==> config.mk <==
export PLATFORM = sky130hd
export DESIGN_NAME = uart_rx_frame_check
export DESIGN_NICKNAME = d
export VERILOG_FILES = /design/src/rtl/uart_pkg.sv /design/src/rtl/uart_sat_counter.sv /design/src/rtl/uart_rx_frame_check.sv
export SDC_FILE = /design/constraint.sdc
export NUM_CORES = 1
export LEC_CHECK = 0
export CORE_AREA = 2 2 100 73
export CTS_BUF_LIST = sky130_fd_sc_hd__clkbuf_16
export DETAILED_ROUTE_END_ITERATION = 7
export DIE_AREA = 0 0 102 75
export PLACE_DENSITY = 0.61
export SLEW_MARGIN = 20
export SYNTH_ARGS = -nofsm -noshare
export SYNTH_HDL_FRONTEND = slang
export SYNTH_SLANG_ARGS = --single-unit
==> constraint.sdc <==
create_clock -name CLK -period 1.9 [get_ports CLK]
set_input_delay 0.38 -clock CLK [delete_from_list [all_inputs] [get_ports CLK]]
set_output_delay 0.38 -clock CLK [all_outputs]
set_load 0.05 [all_outputs]
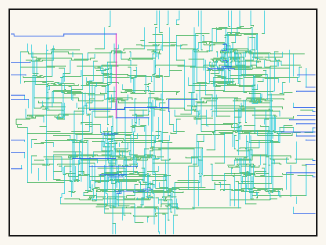
Run 1: metal layers overlaid
(3 px per um)
layer	color	wire length
met4	magenta	27.9 um
met3	blue	289 um
met1	green	2960 um
met2	cyan	2540 um
wire length reported by the detailed router: 5820 um
combined global-route utilization of all metal layers: 16.6%
Avg WL per Cell: 13.7 um
overall via count from detail_route: 2156

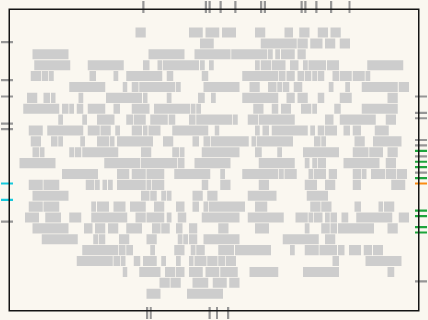
Run 1: ports around the boundary
(4 px per um) Pins as bars across the die edge, other pins in gray.
port	color	pins	direction	edge
`PAR_ERR_CNT`	green	8	output	right
`CFG_PAR_MODE`	cyan	2	input	left
`STICKY_PAR`	orange	1	output	right
all pins by edge	17 right, 12 top, 8 left, 5 bottom
quantity of I/O buffers inserted on ports: 41
die span in y: 75 um
die width: 102 um

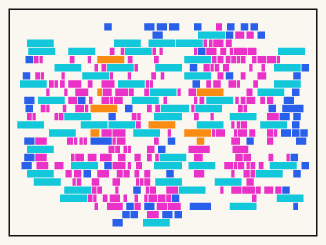
Run 1: cells colored by class
(3 px per um)
class	color	cells	share of their area
all other logic	magenta	211	39%
clock drivers and dummy loads	orange	8	4.4%
flops	cyan	53	40%
other buffers and delay cells	blue	60	16%
sequential cell area share: 38.9%
fin util: 51.5%
Core Area: 6630 sq um
cell area after layout: 3420 sq um

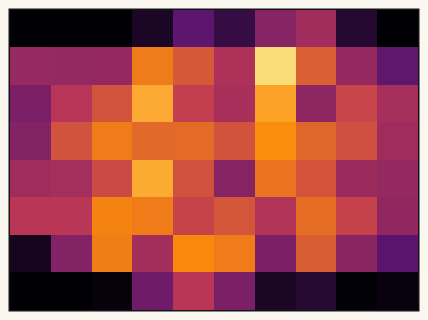
Run 1: placement density heat map
(4 px per um) The die is cut into 10 by 8 equal tiles; black is low, pale yellow is high, 0 to 100% covered.
fullest tile	93%
mean over tiles	43%
tiles over 75% full	6.2%
Core Util at FP: 40.6%

==> reports/metrics.cfg, run 1 <==
[global_routing]
grt_pass1_wl_um=9980
grt_max_degree=29
grt.overflow.total=0

[hold_path]
hp-class=in -> async

[die]
floorplan.die_area_sq_um=7650

[placed_design]
pre_cts_slack_ns=0.0380
hpwl_um=4340
placed_cells=418

[layout]
layoutNonFillerInstCount=426
nFillCells=666
layout.cells.largest_class=registers
register_area_sq_um=1330
comb_total_area_pct=36.0
num-clock-buffers=5
fraction_of_area_in_clock_buffers_and_inverters_pct=4.28
n_antenna_cell=0

[logic_synthesis]
synth-seq-area-share_pct=49.2
topCellsByArea=sky130_fd_sc_hd__dfrtp_1 (49%), sky130_fd_sc_hd__o21ai_0 (5.4%), sky130_fd_sc_hd__nand2_1 (4.9%)
mux_area_share_pct=4.04
synth.cellmix.simpleShare_pct=21.0
post_synth.cell_area_avg_sq_um=9.73
yosysUniqueCellTypes=55
ys_async_sr_fraction_pct=100
ys.warnings.count=0
synth_flop_count=53

[sta]
worst_hold_slack_ns=-0.00460
report.final.slew_viol_count=0
slew-limit-headroom_pct=62.7
final-hold-violation-count=6
fin_ws_ns=0.0487

[power]
report.power.total_uw=4510
p_leak_uw=0.00148
power.density_nw_per_um2=1320

[routing]
drcViolationCount=0

[setup_path]
setup.reg_to_reg.worst_slack_ns=0.17
crit_path_max_incr_delay_ns=0.81
timing.critical_path.from_type=flop
worst_ep_required_time_ns=1.52
setup.worst_path.end_class=output pin
cp_num_cells=1

[status]
status=complete, but fails checks
failing_checks=negative hold slack

[cts]
ctsHoldBuffers=0
clockBufferDepth=2

## run 1: power by group
part / internal, uW / switching [uW]
sequential: 1440 / 244
clock: 491 / 417
combinational: 786 / 1130
total: 2720 / 1790
## run 1: stage by stage
stage          cell area, sq um  hold WS, ns  util, %
2_1_floorplan              2700       0.0844        -
3_3_place_gp               3270        0.316     49.2
3_5_place_dp               3270        0.318     49.2
4_1_cts                    3410      0.00526     51.5
5_1_grt                    3420      0.00535     51.5
6_report                   3420     -0.00460     51.5
## run 1: timing repair
action,4_1_cts,5_1_grt
gates resized,1,1
pin swaps,0,0
buffers inserted,0,0
endpoints found under the setup margin,1,1
## run 1: metal layers
layer	GRT usage, %	vias up	wire, um
li1	-	1088	-
met3	3.62	2	289
met5	0	-	0
met2	25.4	52	2540
met1	24.5	1014	2960
met4	3.56	0	27
Run 1, the clock network:
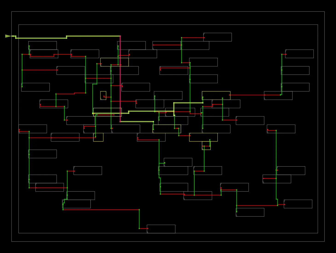

==> run 2, diff against run 1 <==
--- a/config.mk
+++ b/config.mk
@@ -9,7 +9,9 @@
 export CTS_BUF_LIST = sky130_fd_sc_hd__clkbuf_16
 export DETAILED_ROUTE_END_ITERATION = 7
 export DIE_AREA = 0 0 102 75
+export GPL_TIMING_DRIVEN = 0
 export PLACE_DENSITY = 0.61
+export SKIP_CTS_REPAIR_TIMING = 1
 export SLEW_MARGIN = 20
 export SYNTH_ARGS = -nofsm -noshare
 export SYNTH_HDL_FRONTEND = slang
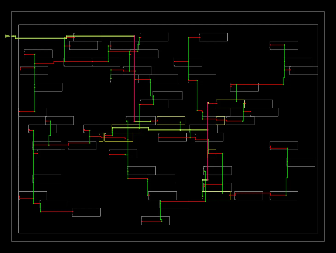
Run 2: the clock network
FFs & Latches: 53
Post-Route Skew: 0.00360 ns
CTS Buf Count: 5

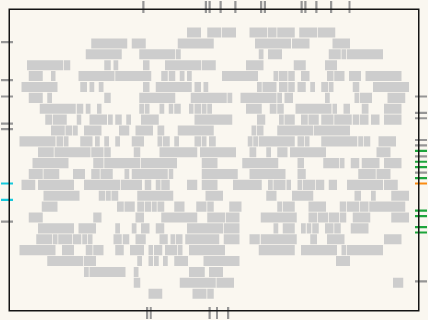
Run 2: ports around the boundary
(4 px per um) Pins as bars across the die edge, other pins in gray.
port	color	pins	direction	edge
`STICKY_PAR`	orange	1	output	right
`PAR_ERR_CNT`	green	8	output	right
`CFG_PAR_MODE`	cyan	2	input	left

==> reports/metrics.cfg, run 2 <==
[die]
fp.coreArea_sq_um=6630
floorplan.die_area_sq_um=7650
die-height_um=75
fp-utilization_pct=40.6
std_cell_rows=25

[cts]
clkTransAtPathRegs_ns=0.07
clock_sinks=53

[setup_path]
cp_num_cells=1
crit_path_max_incr_delay_ns=0.81
setup.reg_to_reg.worst_slack_ns=0.10
setup.worst_path.end_class=output pin
worst_ep_required_time_ns=1.52
timing.critical_path.from_type=flop

[global_routing]
met2_usage_pct=24.7
gr-max-usage-layer=met2
grt_pass1_wl_um=9830
grt_pass1_vias=2031
grt_max_degree=54
grt.overflow.total=0
gr-usage-all-layers_pct=16.3
global_route.usage.met3_pct=3.25

[logic_synthesis]
synth_flop_count=53
yosysUniqueCellTypes=55
synth.cellmix.simpleShare_pct=21.0
post_synth.cell_area_avg_sq_um=9.73
ys_async_sr_fraction_pct=100
topCellsByArea=sky130_fd_sc_hd__dfrtp_1 (49%), sky130_fd_sc_hd__o21ai_0 (5.4%), sky130_fd_sc_hd__nand2_1 (4.9%)
mux_area_share_pct=4.04
ys.warnings.count=0

[placed_design]
placed_cells=412
pre_cts_slack_ns=-0.637
port_buffers=41
hpwl_um=4060
area_post_placement_sq_um=3220

[layout]
n_antenna_cell=0
layoutNonFillerInstCount=419

[power]
p_seq_share_pct=37.3
report.power.total_uw=4420
p_leak_uw=0.00174
power.clock.fraction_pct=19.9
share_comb_of_total_power_pct=42.8
p_sw_share_pct=39.4

[sta]
report.final.slew_viol_count=0
slew-limit-headroom_pct=54.5
worst_hold_slack_ns=0.137
final-hold-violation-count=0
fin_ws_ns=0.0605
totalNegativeSetupSlack_ns=0

[routing]
route.vias.total=2164
wire_length_reported_by_the_detailed_router_um=5730

[status]
status=complete, no violations

[hold_path]
hp-class=in -> async

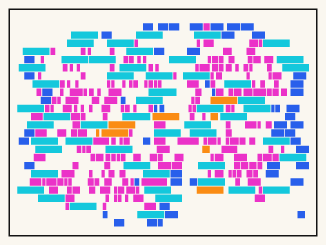
Run 2: cells colored by class
(3 px per um)
class	color	cells	share of their area
all other logic	magenta	211	40%
flops	cyan	53	40%
other buffers and delay cells	blue	53	16%
clock drivers and dummy loads	orange	8	4.3%
cell area after layout: 3440 sq um
sequential cell area share: 38.7%
fin util: 51.8%

## run 2: cell counts after synthesis
Identical to the previous run, type by type.
## run 2: power groups by stage
stage          combinational, uW  sequential [uW]  clock [uW]
2_1_floorplan               1050             1960           0
3_3_place_gp                1870             1670           0
3_5_place_dp                1890             1670           0
4_1_cts                     1890             1650         914
5_1_grt                     2100             1690         963
6_report                    1890             1650         879
## run 2: area by class of cell
class / count / area (sq um)
clock buffer: 5 / 125
fill: 639 / 3190
buffer: 12 / 73.8
timing repair buffer: 41 / 448
multi-input combinational: 192 / 1250
clock inverter: 3 / 18.8
tap: 94 / 118
inverter: 19 / 71.3
sequential: 53 / 1330
## run 2: layer usage
layer | up-vias | routed length (um)
li1 | 1079 | -
met1 | 1036 | 2940
met2 | 44 | 2490
met3 | 5 | 250
met4 | 0 | 53
met5 | - | 0
Power figures rest on the tool's default switching activity, not on a simulated workload.
